### config.mk
export PLATFORM = sky130hd
export DESIGN_NAME = bswap_stream_packer
export DESIGN_NICKNAME = d
export VERILOG_FILES = /design/src/rtl/miner_util_pkg.sv /design/src/rtl/beat_accumulator.sv /design/src/rtl/bswap_stream_packer.sv
export SDC_FILE = /design/constraint.sdc
export NUM_CORES = 1
export LEC_CHECK = 0
export CORE_UTILIZATION = 40
export DETAILED_ROUTE_END_ITERATION = 10
export GPL_TIMING_DRIVEN = 0
export PLACE_DENSITY = 0.64
export SYNTH_ARGS = -nofsm -noshare
export SYNTH_HDL_FRONTEND = slang
export SYNTH_SLANG_ARGS = --single-unit
### constraint.sdc
create_clock -name clk -period 2.2 [get_ports clk]
set_input_delay 0.33 -clock clk [delete_from_list [all_inputs] [get_ports clk]]
set_output_delay 0.33 -clock clk [all_outputs]
set_load 0.05 [all_outputs]
### src/rtl/miner_util_pkg.sv
// Shared helpers for the miner datapath: beat counting, config checks and byte reversal.
// Byte reversal is width-generic: callers zero-extend into BSWAP_MAX_W and truncate the result.
package miner_util_pkg;

  localparam int unsigned BSWAP_MAX_W = 1024;

  function automatic int unsigned calc_beats(input int unsigned size, input int unsigned in_w);
    return size / in_w;
  endfunction

  function automatic bit cfg_ok(input int unsigned size, input int unsigned in_w);
    return (in_w != 0) && (in_w % 8 == 0) && (size % in_w == 0) && (size % 8 == 0)
           && (size <= BSWAP_MAX_W) && (size >= in_w);
  endfunction

  // Reverses the low width/8 bytes of d; byte 0 swaps with byte width/8-1.
  function automatic logic [BSWAP_MAX_W-1:0] bswap(input logic [BSWAP_MAX_W-1:0] d,
                                                  input int unsigned width);
    logic [BSWAP_MAX_W-1:0] r;
    int unsigned nb;
    r  = '0;
    nb = width / 8;
    for (int unsigned i = 0; i < BSWAP_MAX_W / 8; i++) begin
      if (i < nb) r[i*8 +: 8] = d[(nb-1-i)*8 +: 8];
    end
    return r;
  endfunction

endpackage

### src/rtl/beat_accumulator.sv
// Beat counter and word accumulator; exposes the merged word and its swap flag on the completing beat.
// Zero-clear on completion guarantees unwritten beat positions of a short word read as zero.
module beat_accumulator
  import miner_util_pkg::*;
#(
  parameter int unsigned SIZE = 128,
  parameter int unsigned IN_W = 32
) (
  input  logic            clk,
  input  logic            rst_n,
  input  logic            beat_vld_i,
  input  logic [IN_W-1:0] beat_dat_i,
  input  logic            beat_last_i,
  input  logic            swap_en_i,
  output logic            cnt_last_o,
  output logic            done_o,
  output logic            swap_o,
  output logic [SIZE-1:0] word_o
);

  localparam int unsigned BEATS = calc_beats(SIZE, IN_W);
  localparam int unsigned CNT_W = (BEATS > 1) ? $clog2(BEATS) : 1;
  localparam logic [CNT_W-1:0] CNT_MAX = CNT_W'(BEATS - 1);

  logic [CNT_W-1:0] cnt_q, cnt_d;
  logic [SIZE-1:0]  acc_q, acc_d;
  logic             swap_q, swap_d;

  assign cnt_last_o = (cnt_q == CNT_MAX);
  assign done_o     = beat_vld_i && (cnt_last_o || beat_last_i);
  // Beat 0 has not latched yet, so a one-beat word takes its flag straight from the input.
  assign swap_o     = (cnt_q == '0) ? swap_en_i : swap_q;

  always_comb begin
    word_o = acc_q;
    word_o[cnt_q*IN_W +: IN_W] = beat_dat_i;
  end

  always_comb begin
    cnt_d  = cnt_q;
    acc_d  = acc_q;
    swap_d = swap_q;
    if (beat_vld_i) begin
      if (cnt_q == '0) swap_d = swap_en_i;
      if (done_o) begin
        cnt_d = '0;
        acc_d = '0;
      end else begin
        cnt_d = cnt_q + CNT_W'(1);
        acc_d = word_o;
      end
    end
  end

  always_ff @(posedge clk) begin
    if (!rst_n) begin
      cnt_q  <= '0;
      acc_q  <= '0;
      swap_q <= 1'b0;
    end else begin
      cnt_q  <= cnt_d;
      acc_q  <= acc_d;
      swap_q <= swap_d;
    end
  end

endmodule

### src/rtl/bswap_stream_packer.sv
// Packs IN_W-bit host beats into SIZE-bit words with optional byte reversal; one-word output register.
// s_ready drops only when the incoming beat could complete a word while the output is stalled.
module bswap_stream_packer
  import miner_util_pkg::*;
#(
  parameter int unsigned SIZE = 128,
  parameter int unsigned IN_W = 32
) (
  input  logic            clk,
  input  logic            rst_n,
  input  logic            swap_en,
  input  logic            s_valid,
  output logic            s_ready,
  input  logic [IN_W-1:0] s_data,
  input  logic            s_last,
  output logic            m_valid,
  input  logic            m_ready,
  output logic [SIZE-1:0] m_data,
  output logic            m_last
);

  if (!cfg_ok(SIZE, IN_W)) begin : g_cfg_err
    $error("bswap_stream_packer: SIZE must be a multiple of IN_W and 8, IN_W a multiple of 8");
  end

  logic            xfer, cnt_last, done, swap;
  logic [SIZE-1:0] word, load_dat;
  logic            m_valid_q, m_valid_d, m_last_q, m_last_d;
  logic [SIZE-1:0] m_data_q, m_data_d;

  assign s_ready = !m_valid_q || m_ready || (!cnt_last && !s_last);
  assign xfer    = s_valid && s_ready;

  beat_accumulator #(.SIZE(SIZE), .IN_W(IN_W)) u_acc (
    .clk         (clk),
    .rst_n       (rst_n),
    .beat_vld_i  (xfer),
    .beat_dat_i  (s_data),
    .beat_last_i (s_last),
    .swap_en_i   (swap_en),
    .cnt_last_o  (cnt_last),
    .done_o      (done),
    .swap_o      (swap),
    .word_o      (word)
  );

  assign load_dat = swap ? SIZE'(bswap(BSWAP_MAX_W'(word), SIZE)) : word;

  always_comb begin
    m_valid_d = m_valid_q;
    m_data_d  = m_data_q;
    m_last_d  = m_last_q;
    if (done) begin
      m_valid_d = 1'b1;
      m_data_d  = load_dat;
      m_last_d  = s_last;
    end else if (m_ready) begin
      m_valid_d = 1'b0;
    end
  end

  always_ff @(posedge clk) begin
    if (!rst_n) begin
      m_valid_q <= 1'b0;
      m_data_q  <= '0;
      m_last_q  <= 1'b0;
    end else begin
      m_valid_q <= m_valid_d;
      m_data_q  <= m_data_d;
      m_last_q  <= m_last_d;
    end
  end

  assign m_valid = m_valid_q;
  assign m_data  = m_data_q;
  assign m_last  = m_last_q;

endmodule

**Run 1: metal layers overlaid**

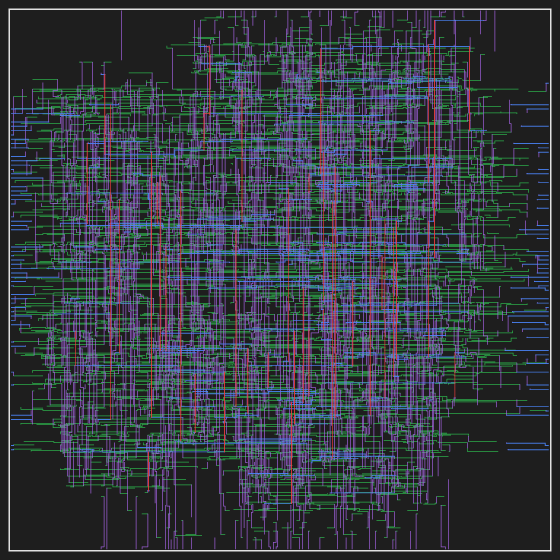
metal 3 -> blue  # wire length 3460 um
metal 4 -> red  # wire length 1600 um
metal 2 -> purple  # wire length 18200 um
metal 1 -> green  # wire length 18600 um
final wirelength: 41900 um
all-layer global routing usage: 0.286
per-cell routed wire length: 22.7 um
via count: 11000

**Run 1: placed cells, one color a class**

Bar = 50 um. Fill, decap, tap and diode cells in gray.
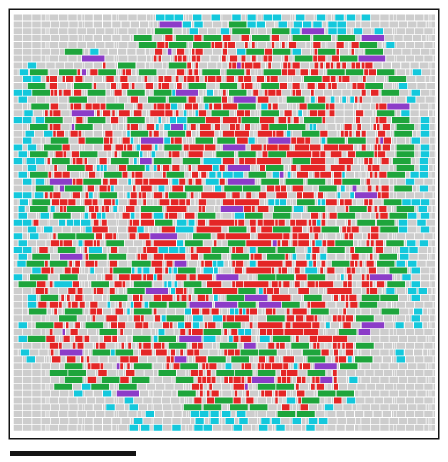
clock drivers and dummy loads -> purple  # cells 51, share of their area 6.4%
combinational and other logic -> red  # cells 847, share of their area 42%
sequential cells -> green  # cells 261, share of their area 34%
remaining buffers and delay cells -> cyan  # cells 308, share of their area 17%
cell area after layout: 15600 um^2
number of cell rows: 61

==> flow_summary.rst, run 1 <==
Metrics
=======

.. list-table::
   :header-rows: 1

   * - Metric
     - Value
   * - Seq_cells
     - 261
   * - Largest Pwr Group
     - clock
   * - Part of the total power dissipated in sequential elements
     - 0.421
   * - Area fraction in and, or, nand and nor cells after synthesis
     - 0.145
   * - Worst-case register-to-register setup slack
     - 0.05 ns
   * - CP Capture Type
     - flip-flop
   * - WP data arrival
     - 2.59 ns
   * - Maximum number of pins on one net before global-route repair
     - 14
   * - Tool Warnings
     - 32
   * - Number of placed instances with taps included
     - 1783
   * - Initial antenna violation count
     - 0
   * - Switching portion of total power
     - 0.278
   * - Commonest register cell after synthesis
     - dfxtp_1
   * - Global route total overflow
     - 0
   * - Largest delay share family, worst path
     - AND-OR/OR-AND gates
   * - Number of cells on the worst reg-to-reg path
     - 8
   * - Multi-input gate share of the layout cell area
     - 0.406
   * - Element type at the critical path start
     - flip-flop
   * - Number of hold violations in the final report
     - 0
   * - Adder-Cell Fraction of Synth Area
     - 0.00663
   * - Launch instance of the worst min-delay path
     - m_data[52]
   * - I/O pins
     - between 150 and 200
   * - Most used cells in the layout excluding fill and tap cells
     - dfxtp_1 (259), clkdlybuf4s50_1 (167), nor2_1 (138)
   * - Clock network power
     - 4.95 mW
   * - Number of synthesized flops with an enable pin
     - 0
   * - Largest cell class by area
     - logic gates
   * - Cell Area, Placed
     - 13500 um^2
   * - Resized cells post-CTS
     - 189
   * - Number of buffers inserted during clock tree synthesis
     - 28
   * - Final Core Density
     - 0.562
   * - Buffer cell driving the clock tree root
     - clkbuf_16
   * - Internal power of the cells
     - 8.39 mW
   * - Number of tap cells added at floorplan
     - 378
   * - Placed wire-length estimate after detailed placement
     - 29400 um
   * - Highest ir drop seen on vdd
     - 0.613 mV
   * - Cell-by-cell trace of the critical path
     - buf_6, inv_4, ha_4, and3b_2, buf_4, a32oi_1, a21oi_1, a22o_1
   * - Synth-to-Final Area Change
     - 38.1%
   * - Worst setup path startpoint
     - u_acc.cnt_q[0]
   * - Number of non-clock buffers
     - between 300 and 400
   * - Clock tree from TritonCTS
     - yes
   * - Tightest hold margin
     - 0.477 ns
   * - Power density over the cells
     - 743 nW/um^2
   * - Placer Congestion
     - 0.870
   * - Status
     - completed
   * - DRC violations left
     - 0
   * - Complex-gate fraction of the synthesized area
     - 0.329
   * - Storage element area
     - about 5200 um^2
   * - Post-layout min period
     - 2.15 ns
   * - Antenna Cells
     - 0
   * - Final instance count without filler cells
     - between 1500 and 2000
   * - Last element of the critical path
     - m_data[15]
   * - Post-Place Setup Slack
     - -0.552 ns
   * - Worst setup slack after layout
     - 0.0495 ns
   * - Die Width
     - 170 um
   * - Crit. path cell count
     - 8
   * - Worst Path Buf+Inv
     - 3
   * - Chip area line of the yosys report
     - 11300 um^2
   * - Most frequent logic cell in the layout
     - dfxtp_1
   * - Fraction of power consumed by the clock network
     - 0.426
   * - Slowest-stage cell, CP
     - dfxtp_4
   * - Vias per Instance
     - 5.97
   * - Part of the total power dissipated in combinational logic
     - 0.152
   * - Area share of the largest cell type after synthesis
     - 0.461
   * - Post-synth top area cell
     - dfxtp_1
   * - Fraction of final layout cells sized beyond drive strength 1
     - 0.220
   * - Critical Path Max Stage Delay
     - 0.37 ns
   * - Total die area
     - 29000 um^2
   * - Post-route total power
     - 11.6 mW
**Run 1: wire density map**

The die is cut into 34 by 34 equal tiles; black is low, pale yellow is high, scaled to the fullest tile. Values are wire area over tile area, all layers added.
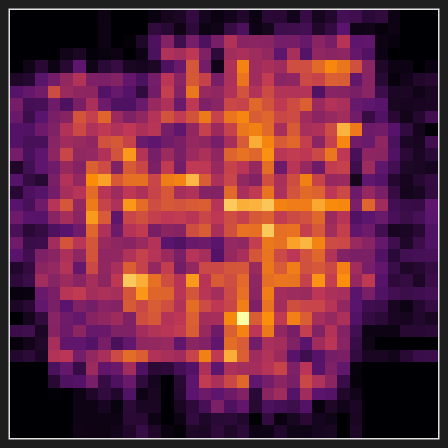
nearly empty tiles = 11%
fullest tile = 0.76
emptiest ninth of the die = lower right
mean over tiles = 0.24
densest ninth of the die = center

**Run 1: M1 wires**

Supply wires on this layer in gray.
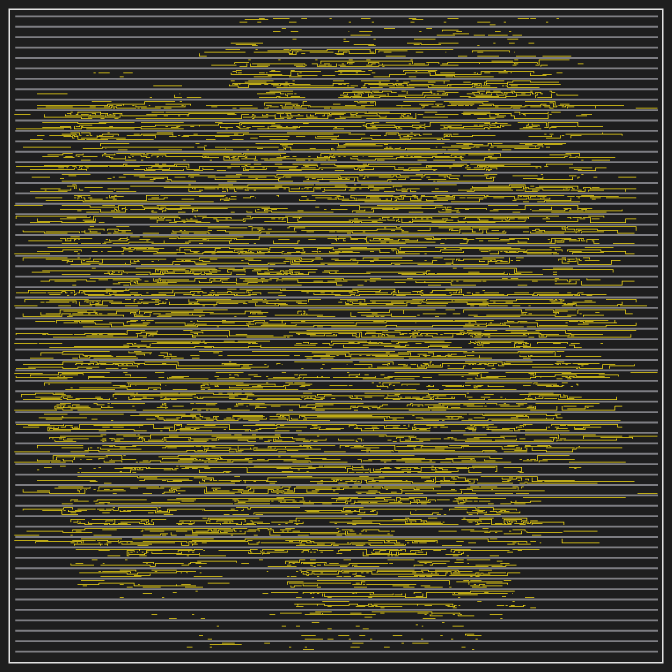
share of all routed wire = 44%
longest straight run = 71.3 um
main direction = horizontal
wire length on this layer = 18600 um
GR Util met1: 0.409

[run 1: layer usage]
layer  global-route usage  vias to the layer above  routed length (um)  part of all wire
met5                    0                        -                   0                 0
met4                0.112                        0                1600             0.038
met3               0.0307                       96                3460             0.082
met2                0.437                      547               18200              0.43
met1                0.409                     5326               18600              0.44
li1                     -                     5045                   -                 -
[run 1: synth_stat cells, types with 3 or more instances]
library cell  count
nor2_2           21
buf_4             5
a22oi_2          20
nand3_1           3
dfxtp_1         261
a32oi_1          47
buf_2            53
nor2b_1          61
buf_6             3
inv_1             5
o221ai_1         18
a2bb2oi_1        73
a31oi_1          22
nand2_1         107
a221o_1          22
buf_1             5
a21oi_1         122
ha_1              6
nor2_1          138
a22o_1           88
clkbuf_1         64
a31o_2           10
a22oi_1          54
**Run 1: cell placement**

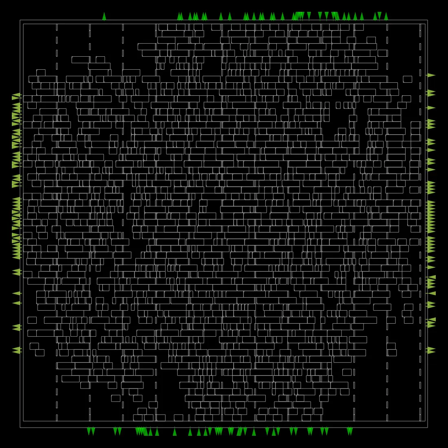

--- run 2 (diff from run 1) ---
Settings changed: PLACE_DENSITY 0.64 to 0.61, SYNTH_HIERARCHICAL from default to 1.
Clock period 2.2 ns to 2.5 ns, I/O delays scaled along.
**Run 2: cell placement**

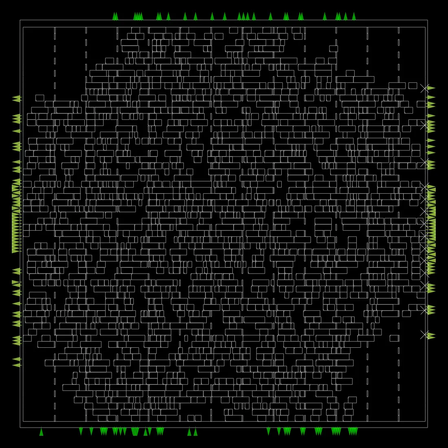
seq_cells: 261
core area: 30900 um^2
final instance count without filler cells: 1942

**Run 2: M1 wires**

Supply wires on this layer in gray.
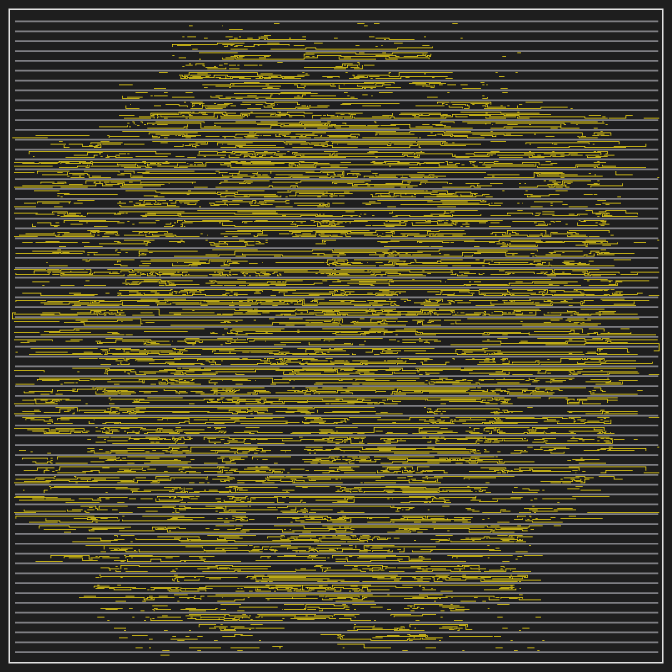
nets with wire on the layer = 1463
share of all routed wire = 46%
longest straight run = 78.7 um
wire length on this layer = 20.9 mm
main direction = horizontal

==> flow_summary.rst, run 2 <==
Metrics
=======

.. list-table::
   :header-rows: 1

   * - Metric
     - Value
   * - Die Width
     - 180 um
   * - Antenna Cells
     - 0
   * - Tightest hold margin
     - about 0.17 ns
   * - Most used cells in the layout excluding fill and tap cells
     - dfxtp_1 (259), a21oi_1 (205), o21ai_0 (160)
   * - Cell types with the highest counts after synthesis
     - dfxtp_1 (261), a21oi_1 (205), o21ai_0 (160)
   * - Post-synth top area cell
     - dfxtp_1
   * - Tool Warnings
     - 33
   * - Final wirelength
     - ~45000 um
   * - Number of placed instances with taps included
     - ~1900
   * - Footprint of the multi-input gates
     - 6260 um^2
   * - Buffer cell driving the clock tree root
     - clkbuf_16
   * - Via count
     - roughly 12000
   * - Sum Neg Setup Slack
     - 0 ns
   * - Highest metal used
     - met4
   * - I/O pins
     - 169
   * - Launch instance of the worst min-delay path
     - s_data[22]
   * - Element type at the critical path start
     - flip-flop
   * - Instance count of the mapped netlist
     - 1354
   * - Violations in the final reports
     - design-rule violations
   * - Global route total overflow
     - 0
   * - Iteration tally of the first detailed-router pass
     - 10
   * - Number of non-clock buffers
     - about 320
   * - Resized cells post-CTS
     - roughly 57
   * - Part of the total power dissipated in combinational logic
     - 0.176
   * - Worst setup slack after layout
     - 0.0195 ns
   * - Storage element area
     - about 5200 um^2
   * - Synth-to-Final Area Change
     - 25.3%
   * - Chip area line of the yosys report
     - about 13000 um^2
   * - Wire length on met3
     - 3740 um
   * - Internal power of the cells
     - between 7 and 8 mW
   * - Largest cell class by area
     - logic gates
   * - Cell Area, Placed
     - 14500 um^2
   * - Met3 Use GR
     - 0.0533
   * - All-layer global routing usage
     - 0.266
   * - Clock network power
     - 4.79 mW
   * - GR Util met1
     - 0.382
   * - Post-synthesis cell type with the largest instance count
     - dfxtp_1
   * - Worst Path Buf+Inv
     - 3
   * - Number of cells on the worst reg-to-reg path
     - 8
   * - Status
     - finished with violations
   * - DRC violations left
     - 14
   * - Unrepaired setup endpoints after global routing
     - yes
   * - Worst setup path startpoint
     - u_acc/cnt_q[0]
   * - Met2 wire length
     - 19200 um
   * - Met1 wire length
     - 20900 um
   * - Number of ordinary inverters in the final layout
     - 38
   * - CP Capture Type
     - flip-flop
   * - Multi-input gate share of the layout cell area
     - 0.394
   * - Final Core Density
     - 0.513
   * - Number of buffers inserted during clock tree synthesis
     - 29
   * - Switching portion of total power
     - 0.288
   * - Slowest-stage cell, CP
     - dfxtp_4
   * - Maximum number of pins on one net before global-route repair
     - 15
   * - Part of the total power dissipated in sequential elements
     - 0.394
   * - Number of nets at floorplan
     - 1398
   * - WP data arrival
     - 2.97 ns
   * - Power density over the cells
     - 702 nW/um^2
   * - Clock tree from TritonCTS
     - yes
   * - Vias per Instance
     - approximately 6
   * - Complex-gate fraction of the synthesized area
     - 0.305
   * - Initial antenna violation count
     - 0
   * - Critical Path Max Stage Delay
     - 0.38 ns
   * - Number of synthesized flops with an enable pin
     - 0
   * - Placer Congestion
     - approximately 0.91
   * - Post-layout min period
     - 2.48 ns
   * - Fraction of final layout cells sized beyond drive strength 1
     - 0.127
   * - Placed wire-length estimate after detailed placement
     - 31400 um
   * - Per-cell routed wire length
     - 23.2 um
   * - Grt met2 use
     - 0.400
   * - Total die area
     - 32400 um^2
   * - Worst-case register-to-register setup slack
     - 0.02 ns
   * - Highest ir drop seen on vdd
     - between 0.4 and 0.5 mV
   * - Cell-by-cell trace of the critical path
     - ha_4, or2_4, a21boi_4, buf_4, and4bb_2, buf_2, buf_2, a32o_1
   * - Async set or reset register ratio after synthesis
     - 0
   * - Crit. path cell count
     - 8
   * - Adder-Cell Fraction of Synth Area
     - 0.00593
   * - Cell area after layout
     - 15900 um^2
   * - Fraction of power consumed by the clock network
     - 0.430
   * - Last element of the critical path
     - u_acc/acc_q[35]
   * - Number of hold violations in the final report
     - 0
   * - Most frequent logic cell in the layout
     - dfxtp_1
run 2: netlist changes by cell type in the layout (fill, tap and decap cells not counted), moves of 30 or more:
cell             previous run  this run
inv_1                       4        35
a22oi_1                    46         1
nand2_1                   107        37
clkdlybuf4s50_1           167       135
nor2_1                    138         3
a22o_1                     88       118
nor3b_1                     1        78
o21ai_0                     1       160
nor2b_1                    61         4
a32oi_1                     8        77
mux2i_1                     1       129
a2bb2oi_1                  73         0
a21oi_1                    90       205
run 2: worst register-to-register path, stage by stage, from the launching register on:
cell and delay [ns]:
dfxtp_4 0.38, ha_4 0.21, or2_4 0.26, a21boi_4 0.25
buf_4 0.21, and4bb_2 0.27, buf_2 0.28, buf_2 0.35
a32o_1 0.21
**Run 2: wire density map**

The die is cut into 36 by 36 equal tiles; black is low, pale yellow is high, scaled to the fullest tile. Values are wire area over tile area, all layers added.
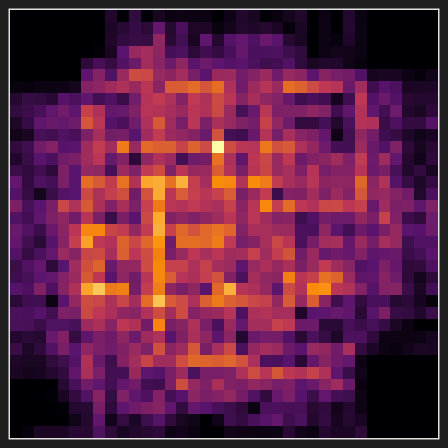

--- run 3 (diff from run 2) ---
Settings changed: SKIP_LAST_GASP from default to 1.
**Run 3: wire density map**

The die is cut into 36 by 36 equal tiles; black is low, pale yellow is high, scaled to the fullest tile. Values are wire area over tile area, all layers added.
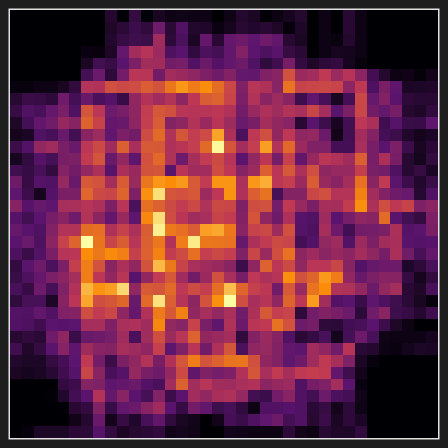
emptiest ninth of the die = lower right
nearly empty tiles = 12%
tiles over half the peak = 20%
mean over tiles = 0.23
fullest tile = 0.74

==> flow_summary.rst, run 3 <==
Metrics
=======

.. list-table::
   :header-rows: 1

   * - Metric
     - Value
   * - Post-route total power
     - 11.1 mW
   * - Placer Congestion
     - 0.907
   * - Worst Path Buf+Inv
     - 4
   * - Last element of the critical path
     - u_acc/acc_q[35]
   * - Clock tree from TritonCTS
     - yes
   * - WP data arrival
     - roughly 3.0 ns
   * - Core area
     - approximately 30000 um^2
   * - Number of tap cells added at floorplan
     - 396
   * - Part of the total power dissipated in combinational logic
     - 0.175
   * - Buffer cell driving the clock tree root
     - clkbuf_16
   * - Worst setup slack after layout
     - 0.0229 ns
   * - DRC violations left
     - 14
   * - Met3 Use GR
     - 0.0523
   * - Cell types with the highest counts after synthesis
     - dfxtp_1 (261), a21oi_1 (205), o21ai_0 (160)
   * - Fraction of final layout cells sized beyond drive strength 1
     - 0.127
   * - Chip area line of the yosys report
     - 12700 um^2
   * - Post-Place Setup Slack
     - -1.37 ns
   * - GR Util met1
     - 0.382
   * - Sum Neg Setup Slack
     - 0 ns
   * - Status
     - finished with violations
   * - Via count
     - 11700
   * - Synth-to-Final Area Change
     - 25.1%
   * - Area share of the largest cell type after synthesis
     - 0.412
   * - Final wirelength
     - 44800 um
   * - Switching portion of total power
     - 0.288
   * - Number of nets at floorplan
     - about 1400
   * - Launch instance of the worst min-delay path
     - s_data[22]
   * - Tool Warnings
     - 34
   * - Seq_cells
     - around 260
   * - Violations in the final reports
     - design-rule violations
   * - Slowest-stage cell, CP
     - clkdlybuf4s50_1
   * - Clock network power
     - 4.79 mW
   * - Number of placed instances with taps included
     - 1886
   * - Post-synthesis cell type with the largest instance count
     - dfxtp_1
   * - Initial antenna violation count
     - 0
**Run 3: metal layers overlaid**

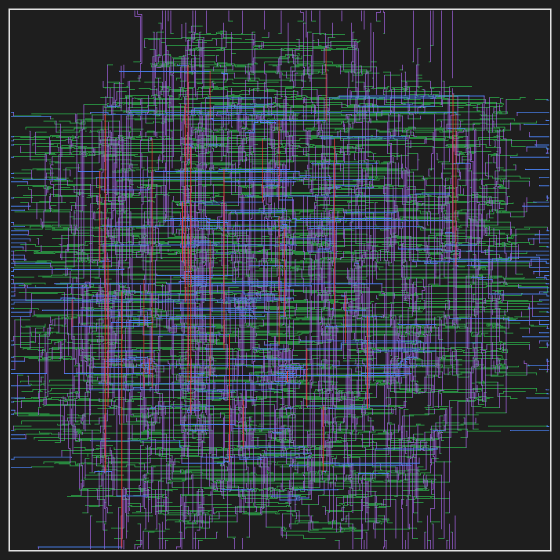
metal 3 -> blue  # wire length 3990 um
metal 4 -> red  # wire length 1230 um
metal 2 -> purple  # wire length 18900 um
metal 1 -> green  # wire length 20.7 mm

## run 3: cell types whose count changed in the layout (fill, tap and decap cells not counted), sizes merged
| cell | delta |
|---|---|
| buf | +3 |
| clkbuf | -2 |
## run 3: what timing repair did
| item | CTS | global route |
|---|---|---|
| gates resized | 55 | 25 |
| setup buffers | 6 | 1 |
| endpoints found under the setup margin | 254 | 210 |
| pin swaps | 2 | 1 |
| gates cloned | 0 | 1 |
## run 3: cell families (layout without fill, tap and decap cells)
group	Yosys count	after routing	synth area share
DFF	261	261	0.412
adders and majority gates	6	6	0.00593
buffers and inverters	218	411	0.0983
muxes	131	131	0.104
and+or+nand+nor	144	144	0.0751
AOI/OAI and AO/OA	594	594	0.305
Power figures rest on the tool's default switching activity, not on a simulated workload.
